==> config.mk <==
export PLATFORM = sky130hd
export DESIGN_NAME = riscv_fetch
export DESIGN_NICKNAME = d
export VERILOG_FILES = /design/src/rtl/riscv_fetch.sv
export SDC_FILE = /design/constraint.sdc
export NUM_CORES = 1
export LEC_CHECK = 0
export CORE_ASPECT_RATIO = 0.5
export CORE_MARGIN = 5
export CORE_UTILIZATION = 29
export CTS_CLUSTER_DIAMETER = 80
export DETAILED_ROUTE_END_ITERATION = 12
export SYNTH_ARGS = -nofsm -noshare
export SYNTH_HDL_FRONTEND = slang
export SYNTH_SLANG_ARGS = --single-unit
==> constraint.sdc <==
create_clock -name clk -period 4.4 [get_ports clk]
set_clock_uncertainty 0.15 [all_clocks]
set_input_delay 0.88 -clock clk [delete_from_list [all_inputs] [get_ports clk]]
set_output_delay 0.88 -clock clk [all_outputs]
set_load 0.1 [all_outputs]
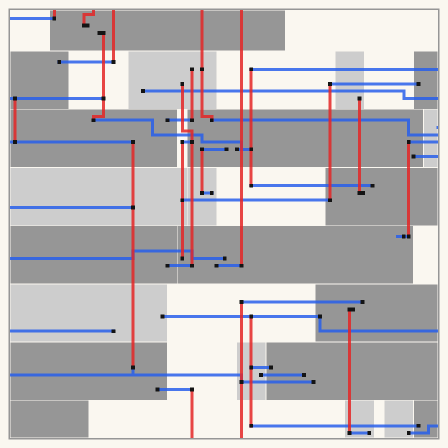
Figure 1: run 1, layout detail.
Window x 161 to 181, y 20 to 40 µm. Cells in gray, sequential cells in the stronger gray; small squares are vias.
legend:
  met1:
    color: blue
  met2:
    color: red
cells with their middle in the window: 16
sequential cells in the window: 8
most frequent: edfxtp_1 (8), conb_1 (5), clkbuf_16 (2)

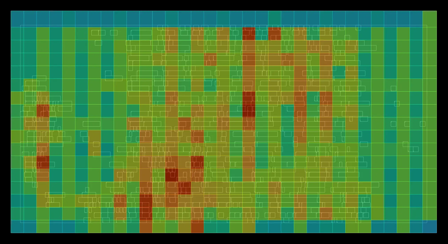
Figure 2: run 1, track usage over the die.
GRT Resource Usage Total: 12.12%
utilization after layout: 41.18%
Global Route met1 Usage: 14.15%
most congested layer reported by global routing: met2

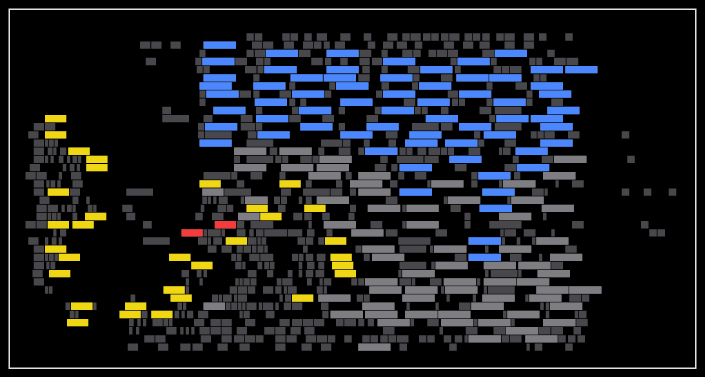
Figure 3: run 1, where the registers sit.
Scale: 3 px per µm.
legend:
  mem_inst:
    color: blue
    sequential_cells: 64
  imem_pc:
    color: yellow
    sequential_cells: 32
  count:
    color: red
    sequential_cells: 2
fraction of standard cell area that is sequential: 48.36%
flip-flop and latch area: 4606 µm²
Seq. pwr: 1.82 mW

==> flow_metrics.env <==
# physical design summary
export IMPL_outcome="finished, final reports clean"
export IMPL_critical_path_peak_fanout=34
export IMPL_final_hold_worst_slack_ns=0.3251
export IMPL_combPwrFrac_pct=20.5
export IMPL_mux_share_pct=10.72
export IMPL_setup_ws_ns=1.046
export IMPL_number_of_cells_upsized_or_downsized_after_cts=0
export IMPL_internal_power_mw=2.876
export IMPL_cellLeakagePower_nw=3.599
export IMPL_postCtsSetupBuffers=0
export IMPL_worst_endpoint_arrival_ns=2.32
export IMPL_synth_cell_types=41
export IMPL_yosys_top_cells_area="sky130_fd_sc_hd__edfxtp_1, sky130_fd_sc_hd__dfxtp_1, sky130_fd_sc_hd__mux2_2, sky130_fd_sc_hd__and2_1, sky130_fd_sc_hd__nand2_1"
export IMPL_synth_largest_area_cell="sky130_fd_sc_hd__edfxtp_1"
export IMPL_floorplan_initialDensity_pct=29.88
export IMPL_clock_tree_root_buffer_cell="sky130_fd_sc_hd__clkbuf_16"
export IMPL_finalHoldViolations=0
export IMPL_end_kind="primary output"
export IMPL_cp_start_kind="register"
export IMPL_path_clk_slew_ns=0.06
export IMPL_required_ns=3.37
export IMPL_post_route_period_util_pct=76.23
export IMPL_dp_hpwl_mm=11.23
export IMPL_die_area_um2=27210
export IMPL_ys_sh_aoi_pct=4.146
export IMPL_netlist_instances=514
export IMPL_cts_hold_fix_buffers=0
export IMPL_number_of_global_route_vias_before_repair=4793
export IMPL_overflow=0
export IMPL_final_nets=787
export IMPL_reg2regPathDepth=7
export IMPL_unrepaired_setup_endpoints_after_global_routing="no"
export IMPL_die_w_um=228.3
export IMPL_totalWireLength_mm=16.40
export IMPL_cellPowerDensity_nw_per_um2=440.5
export IMPL_share_clk_of_total_power_pct=36.0
export IMPL_synthAdderAreaFrac_pct=0.3621
export IMPL_drc=0
export IMPL_cpMostUsedCell="sky130_fd_sc_hd__buf_4"
export IMPL_cp_slowest_stage_delay_ns=0.88
export IMPL_stdcell_count=1037
export IMPL_die_height_um=119.2
export IMPL_total_routed_wire_length_on_the_met1_layer_mm=6.892
export IMPL_cts_htree_levels=4
export IMPL_clk_latency_ns=0.41
export IMPL_total_switching_power_mw=1.319
export IMPL_postSynth_topFlopCell="sky130_fd_sc_hd__edfxtp_1"
export IMPL_synth_ff_latch_count=166
export IMPL_globalplace_congestion=0.8014
export IMPL_via_count=4522
export IMPL_dpl_instance_area_um2=8924
export IMPL_finish_instance_area_um2=9524
export IMPL_clock_tree_buffer_depth=2
export IMPL_grtUsageMet2_pct=22.77
export IMPL_synthDominantCellAreaShare_pct=55.61
export IMPL_whs_path_depth=2
export IMPL_fmaxAchievable_mhz=298.1
export IMPL_cts_sink_count=166
export IMPL_dr_max_layer_used="met4"
export IMPL_timing_hold_worst_class="reg2reg"
export IMPL_antenna_violating_nets_post_route=0
export IMPL_route_detailed_vias_per_inst=4.361
export IMPL_warning_count=26
export IMPL_worst_r2r_setup_slack_ns=1.10
export IMPL_postSynth_asyncResetShare_pct=0
export IMPL_share_of_final_layout_standard_cells_stronger_than_drive_strength_1_pct=24.52
export IMPL_total_power_mw=4.196
export IMPL_setup_total_negative_slack_ns=0
export IMPL_yosysChipArea_um2=6912
export IMPL_final_max_slew_viol_count=0
export IMPL_layout_top_cells_excl_fill_tap="sky130_fd_sc_hd__edfxtp_1, sky130_fd_sc_hd__clkdlybuf4s50_1, sky130_fd_sc_hd__and2_1"
export IMPL_power_switching_share_pct=31.45
export IMPL_met3_usage_pct=2.996
export IMPL_synth_yosys_warnings=0
export IMPL_cts_made_buffers=17
export IMPL_portBuffers=165
export IMPL_top_logic_kind="simple AND/OR/NAND/NOR gates"
export IMPL_antenna_diode_count=0
export IMPL_core_um2=23130
export IMPL_grt_first_pass_wirelength_mm=26.33
export IMPL_final_setup_fails=0
export IMPL_cp_slowest_cell="sky130_fd_sc_hd__dfxtp_2"
export IMPL_synth_top_cells_by_count="sky130_fd_sc_hd__edfxtp_1, sky130_fd_sc_hd__and2_1, sky130_fd_sc_hd__mux2_2, sky130_fd_sc_hd__nand2_1, sky130_fd_sc_hd__dfxtp_1"
export IMPL_lay_top_count="sky130_fd_sc_hd__edfxtp_1"
export IMPL_number_of_antenna_violations_at_the_first_check_in_global_routing=0
export IMPL_ys_sh_simple_pct=15.75
export IMPL_crit_path_buf_inv_count=2
export IMPL_drtPass1Iterations=4
export IMPL_min_period_ns=3.354
export IMPL_synthesis_area_um2=6912
export IMPL_placed_instance_count=1005
export IMPL_pin_count_of_the_biggest_net_entering_global_routing=65
export IMPL_ys_sh_xor_pct=0.6336
export IMPL_io_pin_count=166
export IMPL_met3WireLength_um=553
export IMPL_most_instantiated_library_cell_after_synthesis="sky130_fd_sc_hd__edfxtp_1"
export IMPL_yosys_stat_cells=514
export IMPL_ys_seq_share_pct=66.62
export IMPL_syn2layout_area_growth_pct=37.80
export IMPL_tritoncts="built"
export IMPL_avgRoutedWirePerCell_um=15.81
export IMPL_synth_edff_count=128
export IMPL_crit_chain="buf_4 > mux2_2 > buf_4"
export IMPL_met2_length_mm=8.836
export IMPL_transition_time_at_the_pin_with_the_least_slew_margin_ns=0.9912
-- run 1: worst reg2reg max path: cells and delay by family, from the launching register on --
family / cells / cell delay [ns]
AND-OR/OR-AND: 1 / 0.19
adder cells (fa/ha/maj): 1 / 0.26
buffers and inverters: 1 / 0.67
flip-flops: 1 / 0.39
AND/OR/NAND/NOR: 4 / 1.22
-- run 1: power by group through the flow --
stage	clock network, mW	logic, mW	registers (mW)
detailed placement	0	0.870	1.86
global route	1.62	0.900	1.83
global placement	0	0.868	1.85
finish	1.51	0.862	1.82
CTS	1.55	0.871	1.82
floorplan	0	0.500	1.98
-- run 1: cell type report --
type	count	area, µm²
fill	2166	13610
sequential	166	4606
multi-input combinational	356	2355
timing repair buffer	174	1572
clock buffer	21	460.4
tap	307	384.1
clock inverter	11	140.1
inverter	2	7.507
Power and IR drop assume default switching activity.
